$ cat src/rtl/regfile_read_arbiter_if.sv
// Requester-side bundle of the register-file read arbiter: request/address in,
// grant plus tagged read result out. The master is the requester side, the slave is the arbiter.
interface regfile_read_arbiter_if #(
  parameter int N_REQ = 4,
  parameter int AW    = 5,
  parameter int DW    = 32
);
  // Handshake: req[i] is held with addr[i*AW +: AW] stable until gnt[i] is seen.
  // A transfer happens on the rising edge where req[i] & gnt[i]. rvalid[i] is a
  // single-cycle pulse two edges later and marks rdata as belonging to requester i.
  // There is no back-pressure on the result path. en=0 blocks new grants only.
  logic [N_REQ-1:0]    req;
  logic [N_REQ*AW-1:0] addr;
  logic                en;
  logic [N_REQ-1:0]    gnt;
  logic [DW-1:0]       rdata;
  logic [N_REQ-1:0]    rvalid;

  modport master (
    output req,
    output addr,
    output en,
    input  gnt,
    input  rdata,
    input  rvalid
  );

  modport slave (
    input  req,
    input  addr,
    input  en,
    output gnt,
    output rdata,
    output rvalid
  );
endinterface

$ cat src/rtl/regfile_read_arbiter.sv
// Round-robin sharing of the register bank's single read port. It registers the address
// to the bank and returns registered, owner-tagged read data.
// Optional same-cycle write forwarding is enabled by defining RFARB_WRITE_BYPASS_EN.
module regfile_read_arbiter #(
  parameter int N_REQ = 4,
  parameter int AW    = 5,
  parameter int DW    = 32
) (
  input  logic                  clk,
  input  logic                  reset,
  regfile_read_arbiter_if.slave rq,
  output logic [AW-1:0]         rf_ra,
  input  logic [DW-1:0]         rf_rd
`ifdef RFARB_WRITE_BYPASS_EN
  ,
  input  logic                  we,
  input  logic [AW-1:0]         wa,
  input  logic [DW-1:0]         wd
`endif
);

  localparam int PW = (N_REQ > 1) ? $clog2(N_REQ) : 1;

  // Arbitration and pipeline state
  logic [PW-1:0]    ptr_q;
  logic             s1_v;
  logic [PW-1:0]    s1_owner;
  logic [DW-1:0]    rdata_q;
  logic [N_REQ-1:0] rvalid_q;

  // Per-requester address view
  logic [AW-1:0] addr_arr [N_REQ];

  for (genvar g = 0; g < N_REQ; g++) begin : g_addr
    assign addr_arr[g] = rq.addr[g*AW +: AW];
  end

  // Round-robin search starting at ptr_q
  logic [PW:0]      cand;
  logic [PW-1:0]    win_idx;
  logic             win_v;
  logic [N_REQ-1:0] gnt_c;

  always_comb begin
    cand    = '0;
    win_idx = '0;
    win_v   = 1'b0;
    gnt_c   = '0;
    if (!reset && rq.en) begin
      for (int k = 0; k < N_REQ; k++) begin
        cand = {1'b0, ptr_q} + (PW+1)'(k);
        if (cand >= (PW+1)'(N_REQ)) begin
          cand = cand - (PW+1)'(N_REQ);
        end
        if (!win_v && rq.req[cand[PW-1:0]]) begin
          win_v   = 1'b1;
          win_idx = cand[PW-1:0];
        end
      end
      if (win_v) begin
        gnt_c[win_idx] = 1'b1;
      end
    end
  end

  assign rq.gnt = gnt_c;

  // The grant is only asserted toward a requesting index, so a grant is the accept.
  logic          accept;
  logic [PW-1:0] ptr_nxt;

  assign accept  = win_v;
  assign ptr_nxt = (win_idx == PW'(N_REQ - 1)) ? '0 : win_idx + 1'b1;

  // Read data selection at the capture edge; register 0 is hard-wired to zero
  logic [DW-1:0] rd_sel;

  always_comb begin
    rd_sel = rf_rd;
`ifdef RFARB_WRITE_BYPASS_EN
    if (we && (wa == rf_ra)) begin
      rd_sel = wd;
    end
`endif
    if (rf_ra == '0) begin
      rd_sel = '0;
    end
  end

  logic [N_REQ-1:0] owner_onehot;

  always_comb begin
    owner_onehot           = '0;
    owner_onehot[s1_owner] = 1'b1;
  end

  // Stage 1: accept and address register
  always_ff @(posedge clk) begin
    if (reset) begin
      ptr_q    <= '0;
      rf_ra    <= '0;
      s1_v     <= 1'b0;
      s1_owner <= '0;
    end else begin
      s1_v <= accept;
      if (accept) begin
        rf_ra    <= addr_arr[win_idx];
        s1_owner <= win_idx;
        ptr_q    <= ptr_nxt;
      end
    end
  end

  // Stage 2: read capture and owner tag
  always_ff @(posedge clk) begin
    if (reset) begin
      rdata_q  <= '0;
      rvalid_q <= '0;
    end else begin
      if (s1_v) begin
        rdata_q  <= rd_sel;
        rvalid_q <= owner_onehot;
      end else begin
        rvalid_q <= '0;
      end
    end
  end

  assign rq.rdata  = rdata_q;
  assign rq.rvalid = rvalid_q;

endmodule
$ cat src/flat_wrapper.sv
// flat-port wrapper written by rule: the top's interface ports become plain ports
module regfile_read_arbiter_flat 
#(
  parameter int N_REQ = 4,
  parameter int AW    = 5,
  parameter int DW    = 32
)
  (clk, reset, rf_ra, rf_rd, rq_req, rq_addr, rq_en, rq_gnt, rq_rdata, rq_rvalid);
  regfile_read_arbiter_if #(.N_REQ(N_REQ), .AW(AW), .DW(DW)) rq_i ();
  input  logic clk;
  input  logic reset;
  output logic [AW-1:0] rf_ra;
  input  logic [DW-1:0] rf_rd;
  input wire logic [$bits(rq_i.req)-1:0] rq_req;
  input wire logic [$bits(rq_i.addr)-1:0] rq_addr;
  input wire logic [$bits(rq_i.en)-1:0] rq_en;
  output wire logic [$bits(rq_i.gnt)-1:0] rq_gnt;
  output wire logic [$bits(rq_i.rdata)-1:0] rq_rdata;
  output wire logic [$bits(rq_i.rvalid)-1:0] rq_rvalid;
  assign rq_i.req = rq_req;
  assign rq_i.addr = rq_addr;
  assign rq_i.en = rq_en;
  assign rq_gnt = rq_i.gnt;
  assign rq_rdata = rq_i.rdata;
  assign rq_rvalid = rq_i.rvalid;
  regfile_read_arbiter #(.N_REQ(N_REQ), .AW(AW), .DW(DW)) u_core (.clk(clk), .reset(reset), .rq(rq_i), .rf_ra(rf_ra), .rf_rd(rf_rd));
endmodule
$ cat config.mk
export PLATFORM = sky130hd
export DESIGN_NAME = regfile_read_arbiter_flat
export DESIGN_NICKNAME = d
export VERILOG_FILES = /design/src/rtl/regfile_read_arbiter_if.sv /design/src/rtl/regfile_read_arbiter.sv /design/src/flat_wrapper.sv
export SDC_FILE = /design/constraint.sdc
export NUM_CORES = 1
export LEC_CHECK = 0
export CAP_MARGIN = 15
export CORE_ASPECT_RATIO = 0.7
export CORE_MARGIN = 2
export CORE_UTILIZATION = 42
export CTS_CLUSTER_DIAMETER = 200
export CTS_CLUSTER_SIZE = 28
export DETAILED_ROUTE_END_ITERATION = 6
export PLACE_DENSITY = 0.89
export SLEW_MARGIN = 30
export SYNTH_ARGS = -nofsm -noshare
export SYNTH_HDL_FRONTEND = slang
export SYNTH_SLANG_ARGS = --single-unit
$ cat constraint.sdc
create_clock -name clk -period 4.8 [get_ports clk]
set_input_delay 0.72 -clock clk [delete_from_list [all_inputs] [get_ports clk]]
set_output_delay 0.72 -clock clk [all_outputs]
set_load 0.1 [all_outputs]
==> GITHUB_STEP_SUMMARY, run 1 <==
## PnR job results

| Metric | Value |
|---|---|
| Yosys top cell by area | dfxtp_1 |
| Sw frac | between 30% and 40% |
| Hold Crit Depth | 1 |
| Reg2reg start | u_core.ptr_q[1] |
| Vert. Die Dim | 60.9 um |
| Unrepaired setup endpoints after global routing | no |
| CTS tree | yes |
| CTS Root Cell | clkbuf_8 |
| Flop pwr share | a little over 40% |
| Net Switching | 0.400 mW |
| Crit-path max FO | 10 |
| Total CTS buffers | 5 |
| Hold slack | 0.464 ns |
| OpenROAD warning count | 26 |
| Top Layout Cells | 99 x clkdlybuf4s50_1, 46 x dfxtp_1, 41 x nor2_1, 40 x a21oi_1, 33 x nor2b_1 |
| Maximum vdd drop | approximately 210 uV |
| Post-CTS sizing | 0 |
| Final wirelength | 5420 um |
| YS warnings | 0 |
| P_leak | 1.19 nW |
| Top sig layer | met4 |
| Routed len/inst | 14.1 um |
| Row Count | 20 |
| Via-to-Cell Ratio | 5.00 |
| Via count | just under 2000 |
| Final ANT Viol Nets | 0 |
| End of the critical path | rq_gnt[0] |
| Fin crit share | 67.5% |
| Power per Cell Area | about 340 nW/um^2 |
| # Taps | 55 |
| Worst Setup Path Type | input pin to output pin |
| Yosys reg bits | 46 |
| Placer Congestion | 0.868 |
| Die Wd | 85.3 um |
| Hold Path Class | flop to flop |
| Top cell area share | 47.4% |
| DRT Pass-1 Iters | 4 |
| Final hold violation count | 0 |
| Crit path buf inv count | 3 |
| Sequential share of cell area | between 20 and 30% |
| Sink Count | 46 |
| Flops | roughly 46 |
| FF-to-FF path depth | 5 |
| Clock Skew | 0.00832 ns |
| Total gr overflow | 0 |
| Non-clk buf share | 33.7% |
| IO buf count | 103 |
| Post-cts hold-fix buffer tally | 0 |
| Logic cell area | 941 um^2 |
| Placed Cells incl. Taps | 376 |
| Fmax | 309 MHz |
| Relative slew slack | 33.0% |
| Dominant flop cell | dfxtp_1 |
| Crit path max-delay family | buffers and inverters |
| Worst Max-Slew Pin Slew | 1.00 ns |
| Capturing element type of the critical path | output pin |
| DP HPWL | 4030 um |
| Area Overhead vs Synth | 58.4% |
| Yosys chip area | 1940 um^2 |
| Max Buffers Root-to-Sink | 2 |
| Startpoint types | input pin |
| Clock-pin transition on the worst setup and hold timing paths | 0.09 ns |
| Largest cell class | non-clock buffers |
| Sequential cell area | 921 um^2 |
| Asr flop ratio synth | 0% |
| Initial drt markers | 104 |
| Post-CTS setup buffers | 0 |
| Int Power | 0.649 mW |
| Diode count | 0 |
| WP depth | 7 |
| Bufs w/o clock | 105 |
| Critical path's slowest cell | clkdlybuf4s50_1 |
| Dpl ws | around 1.6 ns |
| Initial antenna violation count | 0 |
| Design area | 3080 um^2 |
| WL met2 | 2450 um |
| Setup violators final | 0 |
| Share of layout cells above drive strength 1 | 7.60% |
| WP data arrival | 2.52 ns |
| Met3 wire len | 322 um |
| Setup tns final | 0 ns |
| Crit path from | rq_req[2] |
| Num ports | 104 |
| Setup slack, reg-to-reg | just under 3 ns |
| # H-tree levels | 2 |
| FF-to-FF End | u_core.rf_ra[3] |
| Chip Area | 5190 um^2 |
| Final-layout clock-cell area share | 3.09% |
| Comb area share | 30.6% |
| First-pass GRT wire length | between 8000 and 9000 um |
| Syn Area/Cell | about 8.5 um^2 |
| Pins Over Slew Limit | 0 |
| Status | finished clean |
| Total GRT Usage | 20.9% |
| Gate power share | 36.7% |
| Synth unique cells | 35 |
| Syn Nets | between 200 and 300 |
run 1: power by group through the flow:
stage          Clock (mW)  Sequential, mW  Combinational, mW
2_1_floorplan           0           0.585              0.120
3_3_place_gp            0           0.433              0.381
3_5_place_dp            0           0.433              0.386
4_1_cts             0.248           0.425              0.386
5_1_grt             0.263           0.428              0.404
6_report            0.239           0.425              0.385
run 1: cells by family (layout without fill, tap and decap cells):
family	count (synthesis)	count (layout)	share of synthesized area, %
xor+xnor	1	1	0.451
buf+inv	16	117	4.19
mux	6	6	3.35
compound gates	56	56	16.9
simple gates	103	103	27.7
flops	46	46	47.4
run 1: per-layer routing:
layer / vias up / global-route usage (%)
met5: - / 0
met4: 0 / 7.48
met3: 9 / 5.31
met2: 67 / 34.4
met1: 871 / 27.2
li1: 974 / -
### Cell density map, run 1

9 x 6 tiles, from white (low) to dark blue (high), 0 to 100% covered.
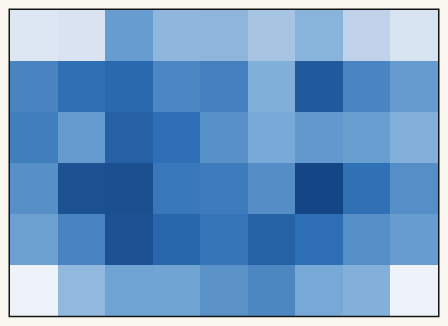
densest ninth of the die: left middle
fullest tile: 92%
tiles over 75% full: 19%
mean over tiles: 58%
utilization after layout: 69.9%
fp_density: 44.1%
core footprint: 4400 um^2

### I/O pins on the die edge, run 1

Scale bar: 20 um. Pins as bars across the die edge, other pins in grey.
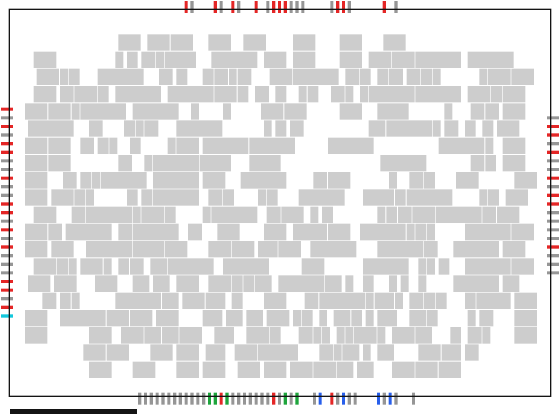
legend:
  green:
    port: rf_ra
    pins: 5
    direction: output
    edge: bottom
  red:
    port: rf_rd
    pins: 32
    direction: input
    edge: 12 left, 10 top, 7 right, 3 bottom
  cyan:
    port: clk
    pins: 1
    direction: input
    edge: left
  blue:
    port: rq_req
    pins: 4
    direction: input
    edge: bottom
all pins by edge: 40 bottom, 25 left, 20 top, 19 right

### Cells by drive strength, run 1

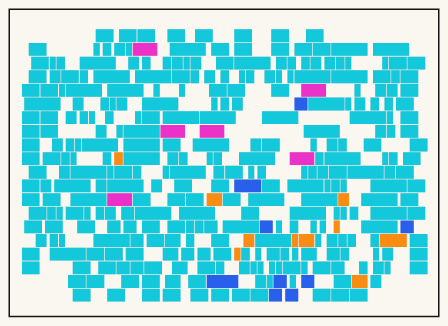
legend:
  orange:
    size: x2
    cells: 10
    share: 3.0%
  magenta:
    size: x6 and larger
    cells: 6
    share: 1.8%
  cyan:
    size: x1 and smaller
    cells: 304
    share: 92%
  blue:
    size: x3 and x4
    cells: 9
    share: 2.7%

==> inputs of run 2 (changes only) <==
- CORE_UTILIZATION: 42 -> 39
- PLACE_DENSITY: 0.89 -> 0.84
- clock period: 4.8 -> 3.4 ns (I/O delays scaled with it)
### Cells by drive strength, run 2

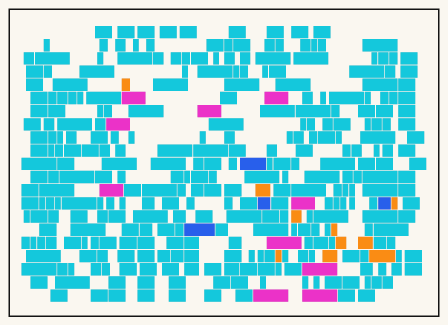
legend:
  cyan:
    size: x1 and smaller
    cells: 305
    share: 93%
  blue:
    size: x3 and x4
    cells: 4
    share: 1.2%
  magenta:
    size: x6 and larger
    cells: 10
    share: 3.0%
  orange:
    size: x2
    cells: 10
    share: 3.0%
Area Overhead vs Synth: 61.7%
design area: 3140 um^2

==> run 2 against run 1 <==
- register-to-register slack got worse by 1.4 ns
- final area up 2.1%
- core utilization is 4.2 points lower
==> GITHUB_STEP_SUMMARY, run 2 <==
## PnR job results

| Metric | Value |
|---|---|
| Crit-path max FO | 10 |
| P_leak | 1.21 nW |
| Power per Cell Area | 473 nW/um^2 |
| OpenROAD warning count | 26 |
| Top Layout Cells | 99 x clkdlybuf4s50_1, 46 x dfxtp_1, 41 x nor2_1, 40 x a21oi_1, 33 x nor2b_1 |
| Fmax | 348 MHz |
| Gate power share | approximately 37% |
| Asr flop ratio synth | 0% |
| Routed len/inst | around 14 um |
| Comb area leader | simple AND/OR/NAND/NOR gates |
| Crit path buf inv count | 3 |
| Total CTS buffers | 5 |
| Synth Area in Adders | 0% |
| Setup violators final | 0 |
| DP HPWL | 4190 um |
| Setup tns final | 0 ns |
| Core footprint | roughly 4800 um^2 |
| Hold Path Class | flop to flop |
| Flop pwr share | 40.3% |
| Invs w/o clock | 4 |
| AO/OA Area Share | about 17% |
| Synth unique cells | 35 |
| Clock power share | 22.2% |
| Dominant flop cell | dfxtp_1 |
| Sw frac | 37.7% |
| WL met2 | 2520 um |
| Placer Congestion | roughly 0.88 |
| Syn Area/Cell | ~8.5 um^2 |
| # DRC | 0 |
| Yosys cell count | 228 |
| Max reg flops | 32 |
| Top cells by area | dfxtp_1 47%, nor2b_1 11%, a21oi_1 10%, nor2_1 7.9%, a211oi_1 3.1% |
| CP required | 2.89 ns |
| Final hold violation count | 0 |
| Post-synthesis instance area | 1940 um^2 |
| Sink Count | between 40 and 50 |
| Pin count of the biggest net entering global routing | 37 |
| Via count | 1957 |
| Critical path's slowest cell | clkdlybuf4s50_1 |
| Max stage delay on crit path | 0.54 ns |
| # H-tree levels | 2 |
| First-pass GRT wire length | ~9000 um |
| M2 GR Usage | 33.6% |
| YS warnings | 0 |
| # clk buffers | 7 |
| Post-synth top cells | 46 x dfxtp_1, 41 x nor2_1, 40 x a21oi_1 |
| Worst Max-Slew Pin Slew | 1.01 ns |
| Flops | 46 |
| Crit path max-delay family | simple AND/OR/NAND/NOR gates |
| Fin cells | 398 |
| Share of layout cells above drive strength 1 | 7.29% |
| Basic Gates by Area | 27.7% |
| P_seq | 0.599 mW |
| Placed Cells incl. Taps | 390 |
| Top cell area share | 47.4% |
| Num ports | between 100 and 150 |
| Relative slew slack | between 30% and 40% |
| Post-synth EDFFs | 0 |
| Post-Syn Instances | roughly 230 |
| Post-CTS sizing | 0 |
| Bufs w/o clock | 105 |
| Logic cell area | around 940 um^2 |
| Top sig layer | met4 |
| Non-clk buf share | 34.6% |
| Vert. Die Dim | 63.0 um |
| Seq share, synth | 47.4% |
| Sequential share of cell area | just under 30% |
| Chip Area | around 5600 um^2 |
| Syn Nets | 287 |
| Row Count | 21 |
| MUX share of area | between 3 and 4% |
| Fin crit share | 84.5% |
| Xor-xnor portion of the synthesized cell area | less than 1% |
| Post-cts hold-fix buffer tally | 0 |
| Max Buffers Root-to-Sink | 2 |
| GR peak layer | met2 |
| Clk ins delay skew pair | 0.29 ns |
| Worst Setup Path Type | input pin to output pin |
| Total GRT Usage | 20.9% |
| Fp_density | 40.6% |
| Vias in the first global route | 1980 |
| Post-CTS setup buffers | 0 |
| Number of max-cap violations | 0 |
| Highest-power group | registers |
| Initial antenna violation count | 0 |
| Synth top cell by count | dfxtp_1 |
| Diode count | 0 |
| Unrepaired setup endpoints after global routing | no |
| Worst-path cell chain | clkdlybuf4s50_1, nor3b_1, inv_2, nand3_4, nand2_1, nor2_1, buf_12 |
| Yosys reg bits | around 46 |
| Clk power | 0.330 mW |
| Via-to-Cell Ratio | just under 5 |
| Met1 usage in global routing | 26.4% |
| Filler instances | 407 |
| Met3 wire len | 356 um |
| Startpoint types | input pin |
| Total gr overflow | 0 |
| Capturing element type of the critical path | output pin |
| Pins Over Slew Limit | 0 |
| Net Switching | around 0.56 mW |
| WP data arrival | between 2 and 2.5 ns |
| Clock Skew | roughly 0.0052 ns |
| Nets | 387 |
| Maximum vdd drop | 245 uV |
| Status | finished clean |
| Int Power | 0.925 mW |
| Placed Area | 3050 um^2 |
| Met1 WL | between 2000 and 3000 um |
| Yosys top cell by area | dfxtp_1 |
| Largest cell class | non-clock buffers |
| Die Wd | 88.3 um |
| Met3 Usage GRT | 6.61% |
| Final ANT Viol Nets | 0 |
| Mi-comb count | approximately 170 |
| Commonest Layout Cell | clkdlybuf4s50_1 |
| Final wirelength | between 5000 and 6000 um |
| DRT Pass-1 Iters | 4 |
| CTS tree | yes |
| Sequential cell area | around 920 um^2 |
| Yosys chip area | 1940 um^2 |
| Crit path time final | 2.87 ns |
| Comb area share | 30.0% |
| Utilization after layout | between 60 and 70% |
| CTS Root Cell | clkbuf_8 |
| Final-layout clock-cell area share | under 10% |
| Clock-pin transition on the worst setup and hold timing paths | 0.08 ns |
| Initial drt markers | 53 |
| # Taps | 69 |
| IO buf count | 103 |
| Comb. pwr | roughly 0.56 mW |
[run 2: cell types whose count changed in the layout (fill, tap and decap cells not counted), sizes merged]
cell	before	now
clkbuf	6	7
clkinvlp	1	0
[run 2: worst paths after layout]
path	startpoint	to	slack, ns	cells after the start
worst max-delay path	rq_req[2]	rq_gnt[0]	0.53	7
worst min-delay path	u_core.s1_owner[0]	u_core.rq.rvalid[0]	0.45	1
worst max register to register	u_core.ptr_q[1]	u_core.rf_ra[3]	1.50	5
worst min register to register	u_core.s1_owner[0]	u_core.rq.rvalid[0]	0.45	1
[run 2: stage by stage]
stage,hold WS [ns],setup slack [ns],power (mW)
final,0.450,0.527,1.48
after global routing,0.500,0.371,1.55
after CTS,0.451,0.535,1.50
after detailed placement,0.438,0.544,1.17
after global placement,0.439,0.653,1.16
after floorplan,0.423,0.419,0.995
Power figures rest on the tool's default switching activity, not on a simulated workload.
